`config.mk`:
```
export PLATFORM = sky130hd
export DESIGN_NAME = tdm_demux4
export DESIGN_NICKNAME = d
export VERILOG_FILES = /design/src/rtl/tdm_demux4.sv
export SDC_FILE = /design/constraint.sdc
export NUM_CORES = 1
export LEC_CHECK = 0
export CAP_MARGIN = 20
export CORE_MARGIN = 4
export CORE_UTILIZATION = 48
export DETAILED_ROUTE_END_ITERATION = 7
export PLACE_DENSITY = 0.82
export SLEW_MARGIN = 30
export SYNTH_ARGS = -nofsm -noshare
export SYNTH_HDL_FRONTEND = slang
export SYNTH_SLANG_ARGS = --single-unit
export TNS_END_PERCENT = 30
```
`constraint.sdc`:
```
create_clock -name clk -period 1.9 [get_ports clk]
set_clock_uncertainty 0.2 [all_clocks]
set_input_delay 0.19 -clock clk [delete_from_list [all_inputs] [get_ports clk]]
set_output_delay 0.19 -clock clk [all_outputs]
set_load 0.02 [all_outputs]
```
`src/rtl/tdm_demux4.sv`:
```
// rtl/tdm_demux4.sv - 4-slot TDM demultiplexer with sync-strobe framing
// Rebuilds four parallel channels from a slot-0-flagged TDM beat stream.
module tdm_demux4 #(
  parameter int WIDTH = 1,
  parameter int CNT_W = 8
) (
  input  logic             clk,
  input  logic             rst,
  input  logic [WIDTH-1:0] din,
  input  logic             din_valid,
  input  logic             sync,
  output logic [WIDTH-1:0] ch0,
  output logic [WIDTH-1:0] ch1,
  output logic [WIDTH-1:0] ch2,
  output logic [WIDTH-1:0] ch3,
  output logic             frame_valid,
  output logic             sync_err,
  output logic             locked,
  output logic [CNT_W-1:0] frame_count
);

  typedef enum logic {HUNT = 1'b0, LOCKED = 1'b1} state_t;

  state_t           state_q;
  logic [1:0]       slot_q;
  logic [WIDTH-1:0] shadow0_q, shadow1_q, shadow2_q;
  logic [WIDTH-1:0] ch0_q, ch1_q, ch2_q, ch3_q;
  logic             frame_valid_q, sync_err_q;
  logic [CNT_W-1:0] frame_count_q;

  always_ff @(posedge clk or posedge rst) begin
    if (rst) begin
      state_q       <= HUNT;
      slot_q        <= 2'd0;
      shadow0_q     <= '0;
      shadow1_q     <= '0;
      shadow2_q     <= '0;
      ch0_q         <= '0;
      ch1_q         <= '0;
      ch2_q         <= '0;
      ch3_q         <= '0;
      frame_valid_q <= 1'b0;
      sync_err_q    <= 1'b0;
      frame_count_q <= '0;
    end else begin
      frame_valid_q <= 1'b0;
      sync_err_q    <= 1'b0;
      if (din_valid) begin
        unique case (state_q)
          HUNT: begin
            if (sync) begin
              shadow0_q <= din;
              slot_q    <= 2'd1;
              state_q   <= LOCKED;
            end
          end
          LOCKED: begin
            if (sync) begin
              // A sync on slot 1-3 abandons the partial frame and restarts here.
              if (slot_q != 2'd0) sync_err_q <= 1'b1;
              shadow0_q <= din;
              slot_q    <= 2'd1;
            end else begin
              unique case (slot_q)
                2'd0: begin
                  sync_err_q <= 1'b1;
                  state_q    <= HUNT;
                  slot_q     <= 2'd0;
                end
                2'd1: begin
                  shadow1_q <= din;
                  slot_q    <= 2'd2;
                end
                2'd2: begin
                  shadow2_q <= din;
                  slot_q    <= 2'd3;
                end
                2'd3: begin
                  ch0_q         <= shadow0_q;
                  ch1_q         <= shadow1_q;
                  ch2_q         <= shadow2_q;
                  ch3_q         <= din;
                  frame_valid_q <= 1'b1;
                  frame_count_q <= frame_count_q + 1'b1;
                  slot_q        <= 2'd0;
                end
                default: slot_q <= 2'd0;
              endcase
            end
          end
          default: state_q <= HUNT;
        endcase
      end
    end
  end

  assign ch0         = ch0_q;
  assign ch1         = ch1_q;
  assign ch2         = ch2_q;
  assign ch3         = ch3_q;
  assign frame_valid = frame_valid_q;
  assign sync_err    = sync_err_q;
  assign locked      = (state_q == LOCKED);
  assign frame_count = frame_count_q;

endmodule

```
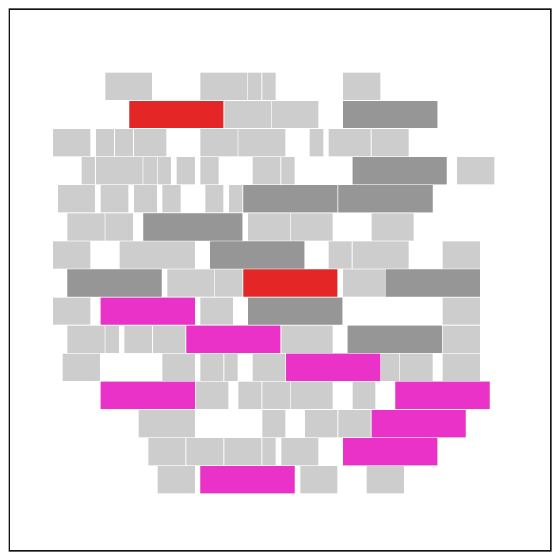
*Where the registers sit, run 1*
Other sequential cells in the stronger gray, the rest of the logic in the fainter gray.
name in the netlist	color	sequential cells
`frame_count`	magenta	8
`slot_q`	red	2
not colored	10
P_seq: 648 µW
sequential share of cell area: 0.415
Final Util: 0.679
sequential standard cell area: 502 µm²

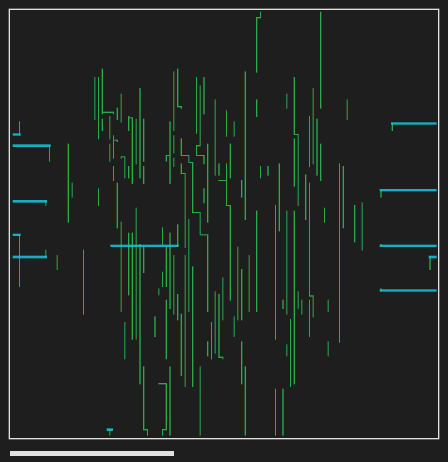
*Signal wires by layer, run 1*
The bar under the picture is 20 µm long. Two of the layers only.
layer	color	wire length
M2	green	769 µm
M3	cyan	47.8 µm
GR Util All Layers: 0.136
wire length per cell: 12.7 µm

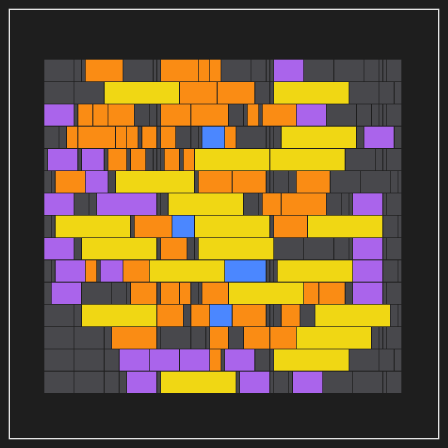
*Cells colored by class, run 1*
Fill, decap, tap and diode cells in gray.
class	color	cells	share of their area
registers	yellow	20	43%
clock drivers and dummy loads	blue	4	3.1%
remaining buffers and delay cells	purple	24	21%
remaining logic cells	orange	50	34%
row count: 15
Core Region: 1780 µm²
fin area: 1210 µm²

==> impl_metrics.json, run 1 <==
{
  "path_class": "flip-flop to output port",
  "critPathCaptureType": "output port",
  "status": "finished, final reports clean",
  "r2r_cells": 4,
  "layout-drive-gt1-share": 0.184,
  "slowest_stage": "clkdlybuf4s50_1",
  "synthTopCellsByArea": "dfrtp_1 53%, ha_1 9.3%, mux2_2 7.2%",
  "tritoncts.num_buffers": 3,
  "endpoint": "locked",
  "hold_violations": 0,
  "die_h_um": 52.3,
  "place.gp.congestion": 0.791,
  "edf_count": 0,
  "cts_resized": 0,
  "antennaDiodeCount": 0,
  "yosysUniqueCellTypes": 23,
  "synth.area.mux_share": 0.104,
  "leakagePower_uw": 0.000556,
  "clkCellAreaFrac": 0.0300,
  "cp-start-kind": "flip-flop",
  "min_to": "frame_count[7]$_DFFE_PP0P_",
  "fp_nets": 85,
  "maxSlewViolCount": 0,
  "logic_area_um2": 383,
  "cts.sinks": 20,
  "setup.worst_path.start": "locked$_DFFE_PP0P_",
  "ioPinCount": 20,
  "intPower_uw": 950,
  "clk-power_uw": 247,
  "comb.multi_input.count": 46,
  "crit_cells": 1,
  "clk_pin_slew_worst_paths_ps": 110,
  "maxCapViolCount": 0,
  "crit_fanout": 9,
  "yosysCellCount": 73,
  "warnings": 30,
  "setup_violations": 0,
  "max_slew_margin": 0.836,
  "cp.required_ps": 1510,
  "largest_class": "sequential cells",
  "firstDrtPassIters": 4,
  "syn-mean-instance-area_um2": 12.9,
  "powerDensity_nw_per_um2": 1180,
  "comb_share": 0.316,
  "antenna_found_initial": 0,
  "area_growth_pct": 28.6,
  "drc": 0,
  "nonClkBufAreaFrac": 0.201,
  "grt_pass1_wl_mm": 2.67,
  "logic_family": "simple AND/OR/NAND/NOR gates",
  "nFillCells": 137,
  "ff_count": 20,
  "min_from": "frame_count[7]$_DFFE_PP0P_",
  "synth_top_area_share": 0.532,
  "ff_type": "dfrtp_1",
  "clockBufferDepth": 2,
  "wirelength_mm": 1.57,
  "hold_buffers": 1,
  "crit_family": "buffers and inverters",
  "num_vias": 599,
  "combPwrFrac": 0.374,
  "power_leader": "sequential cells",
  "r2r-end": "ch2$_DFFE_PP0P_",
  "chipArea_um2": 2730,
  "cts_tree": "done",
  "min_period_ps": 1760,
  "simple_gate_share": 0.108,
  "signal_buffers": 24,
  "clockRootBuffer": "clkbuf_4",
  "ys_seq_share": 0.532,
  "most_common_cell": "dfrtp_1",
  "cp_num_buf_inv": 1,
  "switching_share": 0.336,
  "comb-power_uw": 535,
  "period_used_share": 0.928,
  "grt_pass1_vias": 591,
  "initialDrtViolationCount": 1,
  "r2r-start": "slot_q[1]$_DFFE_PP0P_",
  "yosys_warnings": 0,
  "reg2reg_setup_slack_ps": 280,
  "largest_reg_flops": 8,
  "dp_hpwl_mm": 1.18,
  "place_area_um2": 1160,
  "netlist_top_cells_count": "20 x dfrtp_1, 7 x ha_1, 6 x mux2_2, 6 x nand2_1, 6 x xnor2_1",
  "synth-async-reset-ratio": 1.00,
  "io_buffers": 19
}
run 1: cell usage in the layout (no fill, tap or decap), drive strengths merged:
master,count
xor2,1
a31oi,1
nor3,1
nand3,2
xnor2,6
nand4,3
clkbuf,4
o2bb2ai,1
and4b,1
inv,4
and2,1
nand2,6
mux2,8
nor2,1
buf,4
and3b,1
and3,1
and4,1
ha,7
clkdlybuf4s50,19
a21oi,2
o21ai,2
dlygate4sd3,1
dfrtp,20
run 1: metrics by stage:
step                hold WS (ps)  std cells  worst slack, ps
floorplan                  -46.2         73              305
global placement             259        118              176
detailed placement           264        118              178
CTS                          282        123             69.9
global route                 293        123             70.9
finish                       277        123              137
run 1: layer usage:
metal  up-vias  wire, µm  track usage
li1        303         -            -
met1       282       729        0.180
met2        12       769        0.220
met3         2        47      0.00855
met4         0        22       0.0766
met5         -         0            0
==> run 1 -> run 2 <==
--- a/config.mk
+++ b/config.mk
@@ -8,6 +8,7 @@
 export CAP_MARGIN = 20
 export CORE_MARGIN = 4
 export CORE_UTILIZATION = 48
+export CTS_CLUSTER_DIAMETER = 120
 export DETAILED_ROUTE_END_ITERATION = 7
 export PLACE_DENSITY = 0.82
 export SLEW_MARGIN = 30
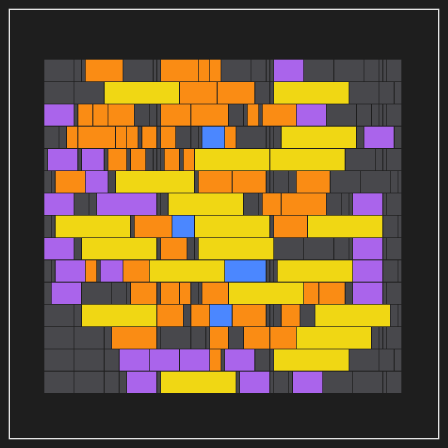
*Cells colored by class, run 2*
Fill, decap, tap and diode cells in gray.
class	color	cells	share of their area
remaining logic cells	orange	50	34%
clock drivers and dummy loads	blue	4	3.1%
registers	yellow	20	43%
remaining buffers and delay cells	purple	24	21%

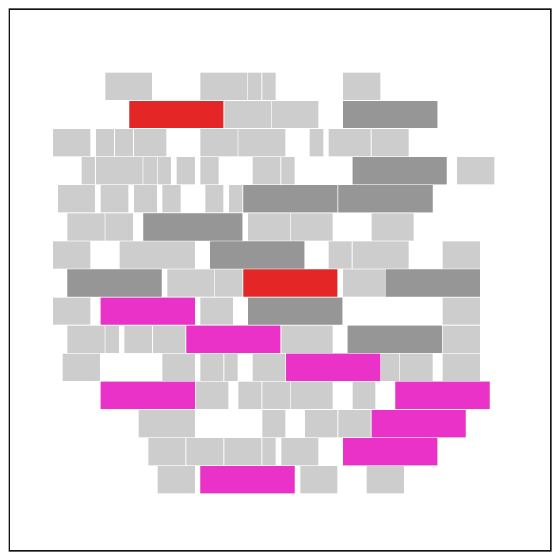
*Where the registers sit, run 2*
Other sequential cells in the stronger gray, the rest of the logic in the fainter gray.
name in the netlist	color	sequential cells
`frame_count`	magenta	8
`slot_q`	red	2
not colored	10

==> run 2 against run 1 <==
Effect of this change: combinational power about the same; fmax is the same; first-iteration DRC count is the same; via count did not move; global-route usage is the same; utilization unchanged; clock power is essentially flat; final area is the same; sequential share of layout area stayed put; setup slack unchanged; worst hold slack unchanged; critical endpoint unchanged; largest power group unchanged.
==> impl_metrics.json, run 2 <==
{
  "synth_top_area_share": 0.532,
  "ant_nets": 0,
  "synth_xor_xnor_area_share": 0.0652,
  "switching_share": 0.336,
  "area_growth_pct": 28.6,
  "cts.sinks": 20,
  "num_vias": 599,
  "intPower_uw": 950,
  "num-nets-final": 111,
  "clockBufferDepth": 2,
  "clockRootBuffer": "clkbuf_4",
  "yosysUniqueCellTypes": 23,
  "hold_buffers": 1,
  "slowest_delay_ps": 630,
  "drt-met1-wl_um": 729,
  "critPathCaptureType": "output port",
  "ys_seq_share": 0.532,
  "synth_area_um2": 941,
  "antenna_found_initial": 0,
  "place.gp.congestion": 0.791,
  "hold_path.class": "flip-flop to flip-flop",
  "core_um2": 1780,
  "use_met3": 0.00855,
  "p_total_uw": 1430,
  "place_area_um2": 1160,
  "leakagePower_uw": 0.000556,
  "highest_layer": "met4",
  "yosysCellCount": 73,
  "simple_gate_share": 0.108,
  "cp.arrival_ps": 1370,
  "fin_area_um2": 1210,
  "io_buffers": 19,
  "cp_num_buf_inv": 1,
  "max_freq_mhz": 567,
  "yosys_warnings": 0,
  "ff_type": "dfrtp_1",
  "cts.htree.levels": 1,
  "antennaDiodeCount": 0,
  "fp_util": 0.528,
  "die_h_um": 52.3,
  "max_slew_margin": 0.836,
  "largest_area_cell": "dfrtp_1",
  "status": "finished, final reports clean",
  "layout-drive-gt1-share": 0.184,
  "ys_chip_area_um2": 941,
  "crit_family": "buffers and inverters",
  "via_per_inst": 4.87,
  "powerSeq_uw": 648,
  "worstMarginPinSlew_ps": 246,
  "netlist_instances": 73,
  "rsz0062_at_grt": "false",
  "powerDensity_nw_per_um2": 1180,
  "dpl.cell_count": 118,
  "logic_family": "simple AND/OR/NAND/NOR gates",
  "warnings": 30,
  "grt_pass1_vias": 591,
  "grt_pass1_wl_mm": 2.67,
  "use_met2": 0.220,
  "edf_count": 0,
  "p_clk_frac": 0.173,
  "route.met2.wl_um": 769,
  "clk-insertion-delay-late_ps": 300,
  "busiest_layer": "met2",
  "path_cells": "clkdlybuf4s50_1",
  "cts_resized": 0,
  "worst_slack_ps": 137,
  "comb-power_uw": 535,
  "ys_sh_aoi": 0.0372,
  "firstDrtPassIters": 4,
  "fp_nets": 85,
  "power.switching_uw": 480,
  "setup_violations": 0,
  "synthTopCellsByArea": "dfrtp_1 53%, ha_1 9.3%, mux2_2 7.2%",
  "grt_overflow": 0,
  "largest_reg_flops": 8,
  "syn-mean-instance-area_um2": 12.9,
  "wirelength_mm": 1.57,
  "clk_pin_slew_worst_paths_ps": 110,
  "synth.area.mux_share": 0.104,
  "chipArea_um2": 2730,
  "synth-async-reset-ratio": 1.00,
  "period_used_share": 0.928,
  "grt_max_degree": 21,
  "gr-usage-all-layers": 0.136,
  "clk-power_uw": 247,
  "yosys.area_share.adder": 0.0931,
  "power_frac_seq": 0.453,
  "wl_per_cell_um": 12.7,
  "initialDrtViolationCount": 1,
  "ir_drop_uv": 744,
  "drc": 0,
  "cp.required_ps": 1510,
  "globalRouteMet1Util": 0.180,
  "wl_met3_um": 47,
  "most_common_cell": "dfrtp_1",
  "final_util": 0.679,
  "maxCapViolCount": 0,
  "cp-start-kind": "flip-flop",
  "tritoncts.num_buffers": 3,
  "row_count": 15,
  "power_leader": "sequential cells",
  "hold_slack_ps": 277,
  "cts_setup_buffers": 0,
  "cts_tree": "done",
  "combPwrFrac": 0.374,
  "fin_cells": 123,
  "netlist_top_cells_count": "20 x dfrtp_1, 7 x ha_1, 6 x mux2_2, 6 x nand2_1, 6 x xnor2_1",
  "place_ws_ps": 178,
  "min_period_ps": 1760,
  "slowest_stage": "clkdlybuf4s50_1",
  "die_x_um": 52.3,
  "ioPinCount": 20,
  "path_class": "flip-flop to output port",
  "dp_hpwl_mm": 1.18,
  "maxSlewViolCount": 0,
  "lay_top_cells": "19 x dfrtp_1, 19 x clkdlybuf4s50_1, 7 x ha_1",
  "crit_fanout": 9,
  "hold_violations": 0,
  "timing.setup.tns_ps": 0
}
run 2: worst paths after layout:
kind	from	to	slack (ps)	cells past startpoint
worst max-delay path	locked$_DFFE_PP0P_	locked	140	1
worst min-delay path	frame_count[7]$_DFFE_PP0P_	frame_count[7]$_DFFE_PP0P_	280	1
worst max register to register	slot_q[1]$_DFFE_PP0P_	ch2$_DFFE_PP0P_	280	4
worst min register to register	frame_count[7]$_DFFE_PP0P_	frame_count[7]$_DFFE_PP0P_	280	1
max in group asynchronous	rst	locked$_DFFE_PP0P_	740	4
min in group asynchronous	rst	sync_err$_DFF_PP0_	540	4
run 2: layout make-up:
type                            count  area [µm²]
Tap cell                           25        31.3
Fill cell                         137         573
Sequential cell                    20         502
Clock buffer                        4        36.3
Timing Repair Buffer               24         243
Multi-Input combinational cell     46         383
Inverter                            4        15.0
Power figures rest on the tool's default switching activity, not on a simulated workload.
